===== config.mk =====
export PLATFORM = sky130hd
export DESIGN_NAME = gin_issue_unit_flat
export DESIGN_NICKNAME = d
export VERILOG_FILES = /design/src/rtl/gin_issue_unit_if.sv /design/src/rtl/gin_issue_unit.sv /design/src/flat_wrapper.sv
export SDC_FILE = /design/constraint.sdc
export NUM_CORES = 1
export LEC_CHECK = 0
export CELL_PAD_IN_SITES_DETAIL_PLACEMENT = 0
export CELL_PAD_IN_SITES_GLOBAL_PLACEMENT = 2
export CORE_ASPECT_RATIO = 1.4
export CORE_UTILIZATION = 40
export CTS_CLUSTER_DIAMETER = 120
export DETAILED_ROUTE_END_ITERATION = 10
export PLACE_DENSITY = 0.85
export SETUP_SLACK_MARGIN = 0.02
export SLEW_MARGIN = 40
export SYNTH_ARGS = -nofsm -noshare
export SYNTH_HDL_FRONTEND = slang
export SYNTH_SLANG_ARGS = --single-unit

===== constraint.sdc =====
create_clock -name clk -period 2.9 [get_ports clk]
set_clock_uncertainty 0.15 [all_clocks]
set_input_delay 0.29 -clock clk [delete_from_list [all_inputs] [get_ports clk]]
set_output_delay 0.29 -clock clk [all_outputs]
set_load 0.1 [all_outputs]

===== src/rtl/gin_issue_unit_if.sv =====
// rtl/gin_issue_unit_if.sv - packet-in and GIN bus handshake signals for gin_issue_unit
// Purpose: bundles the scheduler packet stream (in_*) and the GIN bus (gin_*).
// Ports (signals):
//   in_valid/in_tag/in_value -> issue unit, in_ready <- issue unit
//   gin_tag/gin_enable/gin_value <- issue unit, gin_ready -> issue unit
// Modports: master = issue unit side, slave = scheduler/controller side.
interface gin_issue_unit_if #(
  parameter int ID_LEN    = 4,
  parameter int VALUE_LEN = 32
);
  logic                 in_valid;
  logic [ID_LEN-1:0]    in_tag;
  logic [VALUE_LEN-1:0] in_value;
  logic                 in_ready;
  logic [ID_LEN-1:0]    gin_tag;
  logic                 gin_enable;
  logic [VALUE_LEN-1:0] gin_value;
  logic                 gin_ready;

  modport master (
    input  in_valid, in_tag, in_value, gin_ready,
    output in_ready, gin_tag, gin_enable, gin_value
  );

  modport slave (
    output in_valid, in_tag, in_value, gin_ready,
    input  in_ready, gin_tag, gin_enable, gin_value
  );
endinterface


===== src/rtl/gin_issue_unit.sv =====
// rtl/gin_issue_unit.sv - GIN bus issue unit: packet FIFO, bus handshake, ID scan-chain driver
// Purpose: buffers (tag,value) packets and issues one per accepted GIN handshake;
//   in SCAN state drives the head of the controller set_id/id chain.
// Ports:
//   clk, rst (sync, active-high)
//   scan_start, scan_id_valid, scan_id -> ; scan_id_ready, set_id, id_out, scan_done <-
//   bus (gin_issue_unit_if.master): in_* packet stream and gin_* bus
//   busy, stall_err <-
// Optional feature: macro GIN_STALL_DET_EN enables the sticky stall watchdog;
//   undefined, stall_err is tied 0.
module gin_issue_unit #(
  parameter int ID_LEN      = 4,
  parameter int VALUE_LEN   = 32,
  parameter int FIFO_DEPTH  = 4,
  parameter int CHAIN_LEN   = 12,
  parameter int STALL_LIMIT = 255
) (
  input  logic              clk,
  input  logic              rst,
  input  logic              scan_start,
  input  logic              scan_id_valid,
  input  logic [ID_LEN-1:0] scan_id,
  output logic              scan_id_ready,
  output logic              set_id,
  output logic [ID_LEN-1:0] id_out,
  output logic              scan_done,
  gin_issue_unit_if.master  bus,
  output logic              busy,
  output logic              stall_err
);
  localparam int PTR_W = $clog2(FIFO_DEPTH);
  localparam int CNT_W = PTR_W + 1;
  localparam int SC_W  = $clog2(CHAIN_LEN + 1);
  localparam int PKT_W = ID_LEN + VALUE_LEN;

  typedef enum logic {IDLE, SCAN} state_t;

  state_t           state;
  logic [PKT_W-1:0] mem [FIFO_DEPTH];
  logic [PTR_W-1:0] wr_ptr, rd_ptr;
  logic [CNT_W-1:0] count;
  logic [SC_W-1:0]  shift_cnt;
  logic             done_q;
  logic             empty, full, push, pop, shift;
  logic [PKT_W-1:0] head;

  assign empty = (count == '0);
  assign full  = (count == CNT_W'(FIFO_DEPTH));
  assign head  = mem[rd_ptr];

  // Handshake outputs are combinational but gated by rst so that all
  // outputs read 0 while reset is held.
  assign bus.in_ready   = !rst && (state == IDLE) && !full;
  assign bus.gin_enable = !rst && (state == IDLE) && !empty;
  assign {bus.gin_tag, bus.gin_value} = bus.gin_enable ? head : '0;

  assign push = bus.in_valid && bus.in_ready;
  assign pop  = bus.gin_enable && bus.gin_ready;

  assign shift         = !rst && (state == SCAN) && scan_id_valid;
  assign set_id        = shift;
  assign scan_id_ready = shift;
  assign id_out        = (!rst && (state == SCAN)) ? scan_id : '0;
  assign scan_done     = done_q;
  assign busy          = !rst && ((state == SCAN) || !empty);

  always_ff @(posedge clk) begin
    if (push) mem[wr_ptr] <= {bus.in_tag, bus.in_value};
  end

  always_ff @(posedge clk) begin
    if (rst) begin
      state     <= IDLE;
      wr_ptr    <= '0;
      rd_ptr    <= '0;
      count     <= '0;
      shift_cnt <= '0;
      done_q    <= 1'b0;
    end else begin
      done_q <= 1'b0;
      if (push) wr_ptr <= wr_ptr + PTR_W'(1);
      if (pop)  rd_ptr <= rd_ptr + PTR_W'(1);
      if (push && !pop)      count <= count + CNT_W'(1);
      else if (pop && !push) count <= count - CNT_W'(1);
      case (state)
        IDLE: begin
          // A scan request while packets are queued is dropped, not deferred.
          if (scan_start && empty) state <= SCAN;
        end
        SCAN: begin
          if (shift) begin
            if (shift_cnt == SC_W'(CHAIN_LEN - 1)) begin
              shift_cnt <= '0;
              done_q    <= 1'b1;
              state     <= IDLE;
            end else begin
              shift_cnt <= shift_cnt + SC_W'(1);
            end
          end
        end
        default: state <= IDLE;
      endcase
    end
  end

`ifdef GIN_STALL_DET_EN
  localparam int STW = $clog2(STALL_LIMIT + 1);
  logic [STW-1:0] stall_cnt;
  logic           stall_q;

  always_ff @(posedge clk) begin
    if (rst) begin
      stall_cnt <= '0;
      stall_q   <= 1'b0;
    end else if (bus.gin_enable && !bus.gin_ready) begin
      if (stall_cnt != STW'(STALL_LIMIT)) stall_cnt <= stall_cnt + STW'(1);
      if (stall_cnt == STW'(STALL_LIMIT - 1)) stall_q <= 1'b1;
    end else if (pop || empty) begin
      stall_cnt <= '0;
    end
  end

  assign stall_err = stall_q;
`else
  assign stall_err = 1'b0;
`endif
endmodule

===== src/flat_wrapper.sv =====
// flat-port wrapper written by rule: the top's interface ports become plain ports
module gin_issue_unit_flat 
#(
  parameter int ID_LEN      = 4,
  parameter int VALUE_LEN   = 32,
  parameter int FIFO_DEPTH  = 4,
  parameter int CHAIN_LEN   = 12,
  parameter int STALL_LIMIT = 255
)
  (clk, rst, scan_start, scan_id_valid, scan_id, scan_id_ready, set_id, id_out, scan_done, busy, stall_err, bus_in_valid, bus_in_tag, bus_in_value, bus_gin_ready, bus_in_ready, bus_gin_tag, bus_gin_enable, bus_gin_value);
  gin_issue_unit_if #(.ID_LEN(ID_LEN), .VALUE_LEN(VALUE_LEN)) bus_i ();
  input  logic clk;
  input  logic rst;
  input  logic scan_start;
  input  logic scan_id_valid;
  input  logic [ID_LEN-1:0] scan_id;
  output logic scan_id_ready;
  output logic set_id;
  output logic [ID_LEN-1:0] id_out;
  output logic scan_done;
  output logic busy;
  output logic stall_err;
  input wire logic [$bits(bus_i.in_valid)-1:0] bus_in_valid;
  input wire logic [$bits(bus_i.in_tag)-1:0] bus_in_tag;
  input wire logic [$bits(bus_i.in_value)-1:0] bus_in_value;
  input wire logic [$bits(bus_i.gin_ready)-1:0] bus_gin_ready;
  output wire logic [$bits(bus_i.in_ready)-1:0] bus_in_ready;
  output wire logic [$bits(bus_i.gin_tag)-1:0] bus_gin_tag;
  output wire logic [$bits(bus_i.gin_enable)-1:0] bus_gin_enable;
  output wire logic [$bits(bus_i.gin_value)-1:0] bus_gin_value;
  assign bus_i.in_valid = bus_in_valid;
  assign bus_i.in_tag = bus_in_tag;
  assign bus_i.in_value = bus_in_value;
  assign bus_i.gin_ready = bus_gin_ready;
  assign bus_in_ready = bus_i.in_ready;
  assign bus_gin_tag = bus_i.gin_tag;
  assign bus_gin_enable = bus_i.gin_enable;
  assign bus_gin_value = bus_i.gin_value;
  gin_issue_unit #(.ID_LEN(ID_LEN), .VALUE_LEN(VALUE_LEN), .FIFO_DEPTH(FIFO_DEPTH), .CHAIN_LEN(CHAIN_LEN), .STALL_LIMIT(STALL_LIMIT)) u_core (.clk(clk), .rst(rst), .scan_start(scan_start), .scan_id_valid(scan_id_valid), .scan_id(scan_id), .scan_id_ready(scan_id_ready), .set_id(set_id), .id_out(id_out), .scan_done(scan_done), .bus(bus_i), .busy(busy), .stall_err(stall_err));
endmodule

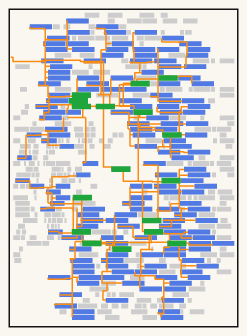
Fig. 1. Clock distribution (run 1).
green -> cells driving clock nets  # count 17
blue -> flip-flops  # count 159
orange -> clock wires  # length 1,670 µm
flops lie = spread over the die
clock group share of total power: 25.4%
insertion delay to the later sink of the worst-skew pair: 0.40 ns
Clock Power: 0.00217 W

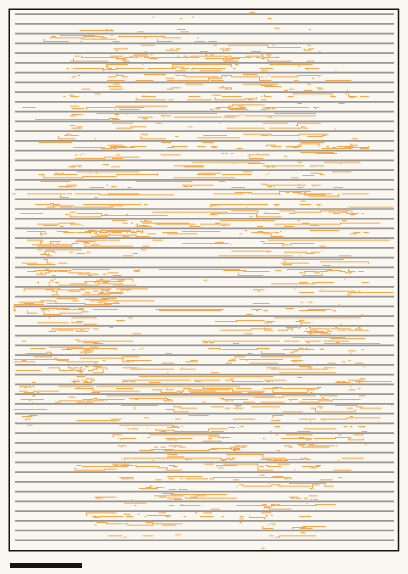
Fig. 2. The metal 1 layer (run 1).
Bar = 20 µm. Supply wires on this layer in gray.
nets with wire on the layer = 414
wire length on this layer = 4,840 µm

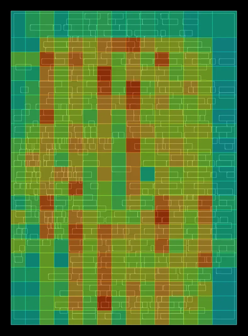
Fig. 3. Track usage over the die (run 1).
met3 usage: 4.33%
final routed wire length divided by cell count: 18.4 µm

==> results.txt, run 1 <==
Physical design

At the pin with the least slew margin, the transition time is 0.571 ns. The remaining antenna violation count after routing stands at 0. Looking at the setup timing report, the critical path kind is flop to output port.

The buffer_ports step reported a buffer count of about 91. The sequential share of power stands at 33.8%. At the placement stage, the worst setup path has a slack of 0.196 ns. The number of warnings in the stage logs stands at 29. Combinational cells account for a little over 40% of the total power.

The sequential fraction of the synthesis area stands at 73.1%. The warning count from the yosys run stands at 0. The longest incremental delay of any stage on the critical path is reported as 0.57 ns. Buffers added to address setup during post-CTS repair amount to 0. The power of the sequential group stands at between 0.002 and 0.003 W. The count of cell types in the netlist stands at 39. The run finished with clean final reports. The horizontal die dimension reported for this design is 108 µm.

The final antenna diode tally reported by the flow is 0. The number of flops mapped to enable cells by yosys stands at about 140. The power report puts the leakage power at 2.88 nW. The run reported a max-capacitance violation count of 0. Looking at the clock tree report, the H-tree level count equals 4. The most common logic cell in the final layout is edfxtp_1. The max-slew violation total from the final report stands at 0. The synthesized instance count stands at 320. The number of global-route vias before repair is ~3,500. Total power normalized to cell area comes to 1010 mW/mm². Gates resized during post-CTS repair numbered 0.

The critical path in the final layout is reported with a setup slack of 0.222 ns. The yosys-reported design area after synthesis stands at 0.00632 mm². The dominant power group in this design is combinational logic. The data arrival time of the critical path stands at 2.24 ns. Per the detailed placement report, the placed cell area equals 0.00789 mm². The relative slew slack stands at roughly 62%. The switching fraction of total power stands at 36.6%.

The worst path buffer plus inverter count stands at 2. The clock input transition at the sequential cells of the worst setup and hold paths stands at 0.06 ns. The finished layout holds about 640 standard cells, fillers aside.

The data required time at the worst endpoint stands at ~2.5 ns. Overall routing resource usage recorded by global route was 15.5%. Setup repair after global routing left no endpoint under its margin.

The summed instance area of the synthesized netlist stands at approximately 0.0063 mm². The library cells used most frequently in the layout, excluding fill and tap cells, are 144 x edfxtp_1, 45 x clkdlybuf4s50_1, 44 x buf_12. The wire length of the first global-routing pass stands at 18,500 µm. Cells fill between 50% and 60% of the core in the end. The design internal power stands at 0.00541 W. Multiplexer cells account for 13.5% of the synthesized area. TritonCTS built the clock tree. The largest net degree at the start of global routing stands at 28. Looking at the cell usage after synthesis, the top flip-flop cell is edfxtp_1. The number of rows in the core area stands at 54. The main area contributors are edfxtp_1 68%, mux4_2 11%, dfxtp_1 4.7%. Looking at area per cell type in the netlist, the leader is edfxtp_1. The remaining design rule violation count stands at 0. The instance count after placement with tap cells included stands at 607. Per the STA report, the cell with the highest stage delay on the worst path is dfxtp_2.

The share of post-route cells with drive strength above 1 stands at approximately 30%. The aggregate routed wire length stands at 11,700 µm. The via total after detailed routing stands at ~3,200. Summing the areas of all fa, ha and maj instances in the mapped netlist gives 1.50% of the synthesized area. The async set-or-reset flop fraction in the synthesized netlist stands at 0%. In the global route stage, met2 resource usage came out at 27.3%. The sum of met2 wire segment lengths after detailed routing stands at between 6000 and 7000 µm. The net count of the mapped netlist stands at 373.

By instance count, the leading cell after synthesis is edfxtp_1. The post-synthesis share of cell area spent on xor and xnor gates stands at 0.277%. The clock period could shrink to 2.68 ns. The detailed router reports a met3 wire length of around 540 µm. The first detailed-routing pass took 4 iterations. The worst setup path is captured at an output port.

The global placement routability congestion stands at 0.723. The I/O pin count stands at a little over 90. For this run, the detailed router reports a per-instance via density of about 5.1. The worst setup path is launched from a flop. The type recorded for the worst min-delay path is flop to flop. The die span in y stands at 151 µm. The finished design was reported to have a net count of 483. The met1 demand-to-capacity share in global routing stands at 18.3%. The total power consumption of the routed design stands at 0.00853 W. Per the detail_route log, the uppermost layer with routed signals is met4. Per the OpenROAD power report, switching power amounts to 0.00312 W. The area growth from synthesis to layout stands at 33.9%.
[run 1: layout make-up]
cell class                 instances  area [µm²]
tap                              196         245
clock inverter                    11         143
fill                            1228        7070
timing repair buffer             108        1470
clock buffer                      19         433
multi-input combinational        137        1520
sequential                       159        4630
inverter                           7        26.3
[run 1: worst paths after layout]
kind | from | endpoint | slack, ns | depth (start not counted)
min | u_core.rd_ptr[1] | flop | 0.31 | 1
max reg2reg | u_core.count[1] | u_core.count[2] | 0.46 | 10
max | flop | bus_gin_value[18] | 0.22 | 4
min reg2reg | u_core.rd_ptr[1] | flop | 0.31 | 1
[run 1: state kept, by name, indices dropped and copies added, names as in the netlist, named ones only]
name              flops
u_core.state          1
u_core.scan_done      1
u_core.mem          144
u_core.count          3
u_core.shift_cnt      4
u_core.rd_ptr         2
u_core.wr_ptr         2
==> run 2: changes to the inputs <==
--- a/config.mk
+++ b/config.mk
@@ -10,6 +10,7 @@
 export CORE_ASPECT_RATIO = 1.4
 export CORE_UTILIZATION = 40
 export CTS_CLUSTER_DIAMETER = 120
+export CTS_CLUSTER_SIZE = 14
 export DETAILED_ROUTE_END_ITERATION = 10
 export PLACE_DENSITY = 0.85
 export SETUP_SLACK_MARGIN = 0.02
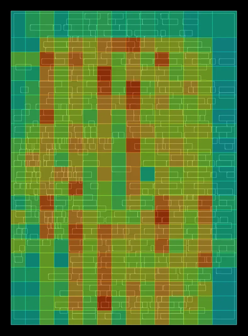
Fig. 4. Track usage over the die (run 2).
GRT Max-Usage Layer: met2
final core occ: 54.5%
total global-route track usage: 15.5%

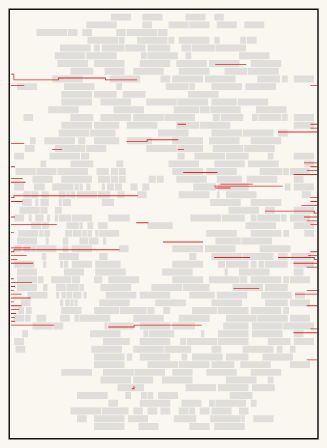
Fig. 5. Metal 3 (run 2).
share of all routed wire = 4.6%
main direction = horizontal
wire length on this layer = 536 µm
nets with wire on the layer = 65
longest straight run = 43.5 µm
detailed-route via count: 3,243
post-detailed-routing wire length: 11,700 µm

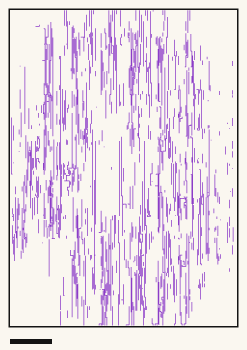
Fig. 6. Met2 routing (run 2).
Bar = 20 µm.
main direction = vertical
wire length on this layer = 6,230 µm
nets with wire on the layer = 442
GR Util met2: 27.3%

==> run 2 against run 1 <==
Net effect: flip-flop count did not move; sequential share of layout area did not move; non-clock buffer count did not move; worst setup slack did not move; global-route usage did not move; maximum frequency did not move; critical path type unchanged.
==> results.txt, run 2 <==
Physical design

Result of the run: finished clean (unchanged). The class of the tightest hold or removal check is flop to flop (unchanged). The H-tree depth stands at 4 (unchanged).

The relative slew slack stands at 61.9% (unchanged). The flop-to-flop setup slack is 0.46 ns (about the same). The most common library cell in the layout ignoring fill and taps is edfxtp_1 (unchanged). The yosys-reported design area after synthesis stands at 0.00632 mm² (unchanged). The post-placement worst setup slack stands at 0.196 ns (unchanged). The die span in y stands at 151 µm (unchanged). The worst path buffer plus inverter count stands at 2 (unchanged). The start point of the worst min-delay path was u_core.rd_ptr[1] (unchanged). The detailed-router iteration count before antenna repair stands at 4 (unchanged). The endpoint of the worst register-to-register path is u_core.count[2] (unchanged). The number of flip-flops in the largest register stands at 144 (unchanged). The layout buffering overhead excluding clock cells came to 17.4% (unchanged). The combinational gate count stands at 137 (unchanged). The post-layout worst setup margin was 0.222 ns (unchanged). The layout clock buffer count stands at 19 (unchanged). The clock period minus final worst setup slack stands at 2.68 ns (unchanged). The count of cell types in the netlist is 39 (unchanged). The number of signal-net inverters in the final layout stands at 7 (unchanged). The type of origin of the critical path is a flop (unchanged).

The TritonCTS clock tree is done (unchanged). The class of the most critical setup path is flop to output port (unchanged). The share of post-route cells with drive strength above 1 stands at 29.7% (unchanged). The dominant kind of cell is sequential cells (unchanged).

The number of nets in the layout was 483 (unchanged). Unrepaired setup endpoints after global routing: no (unchanged). Commonest non-fill, non-tap cells in the layout: 144 x edfxtp_1, 45 x clkdlybuf4s50_1, 44 x buf_12 (unchanged). The data arrival time of the critical path stands at 2.24 ns (about the same). The top contributor to total power was combinational logic (unchanged). The count of cells along the worst hold path came to 1 (unchanged). The data required time at the worst endpoint is 2.46 ns (about the same). The most common cell in the netlist is edfxtp_1 (unchanged). The remaining antenna violation count after routing was 0 (unchanged). The register with the most flip-flops is u_core.mem (unchanged).

The design internal power was 0.00541 W (unchanged). The flip-flop and latch area stands at 0.00463 mm² (unchanged). The switching power was 0.00312 W (unchanged). The power of the sequential group is 0.00288 W (about the same).

The max-slew violation total from the final report was 0 (unchanged). The power density normalized to cell area came to 1010 mW/mm² (unchanged). The filler cell count in the final layout came to 1,228 (unchanged).

The number of cells on the critical path stands at 4 (unchanged). The wire length of the first global-routing pass stands at 18,500 µm (unchanged). The I/O pin count came to 93 (unchanged). The end of the critical path is bus_gin_value[18] (unchanged). The sequential share of cell area stands at 54.6% (unchanged).

The via-per-instance ratio is 5.09 (unchanged). The slowest stage cell on the critical path is dfxtp_2 (unchanged). The clock input transition at the sequential cells of the worst setup and hold paths stands at 0.06 ns (about the same). The net count of the mapped netlist stands at 373 (unchanged).

The number of flops mapped to enable cells by yosys stands at 144 (unchanged). The largest net degree at the start of global routing stands at 28 (unchanged). Cell area leaders: edfxtp_1 68%, mux4_2 11%, dfxtp_1 4.7% (unchanged). The warning count from the yosys run stands at 0 (unchanged). The slew at the pin closest to its max-slew limit was 0.571 ns (unchanged).

The total power consumption of the routed design was 0.00853 W (unchanged). The routed wirelength normalized by instance count came to 18.4 µm (unchanged). The combinational share of cell area came to 17.9% (unchanged). The area growth from synthesis to layout is 33.9% (unchanged). The count of plain and timing-repair buffers stands at 108 (unchanged).

The number of gates resized after cts stands at 0 (unchanged). The remaining design rule violation count stands at 0 (unchanged). The proportion of cell area spent on the clock network stands at 6.80% (unchanged). Top Registers: u_core.mem (144), u_core.shift_cnt (4), u_core.count (3) (unchanged).

The instance count after placement with tap cells included stands at 607 (unchanged). The share of power burned in the clock network is 25.4% (about the same). The source-to-sink clock delay at the later pin of the worst-skew pair is 0.40 ns (about the same). The clock-net power stands at 0.00217 W (about the same).

The switching fraction of total power came to 36.6% (unchanged). The placed standard-cell area is 0.00789 mm² (unchanged). The synthesized instance count stands at 320 (unchanged). The number of sequential cells in the layout was 159 (unchanged). The number of rows in the core area stands at 54 (unchanged).
run 2: cell counts after synthesis:
No cell type changed its count.
run 2: per-layer routing:
layer  GRT usage, %  up-vias  wire (µm)
met5              0        -          0
met4           4.66        0         82
met3           4.33        5        536
met2           27.3       85       6230
met1           18.3     1658       4840
li1               -     1495          -
run 2: logic make-up (layout without fill, tap and decap cells):
family | count (synthesis) | after routing | synth area share, %
flip-flops | 159 | 159 | 73.1
adder cells (fa/ha/maj) | 7 | 7 | 1.50
AND/OR/NAND/NOR | 75 | 75 | 7.12
XOR/XNOR | 2 | 2 | 0.277
other | 1 | 1 | 0.0593
AND-OR/OR-AND | 14 | 14 | 1.48
multiplexers | 38 | 38 | 13.5
buffers and inverters | 24 | 145 | 2.91
Power figures rest on the tool's default switching activity, not on a simulated workload.
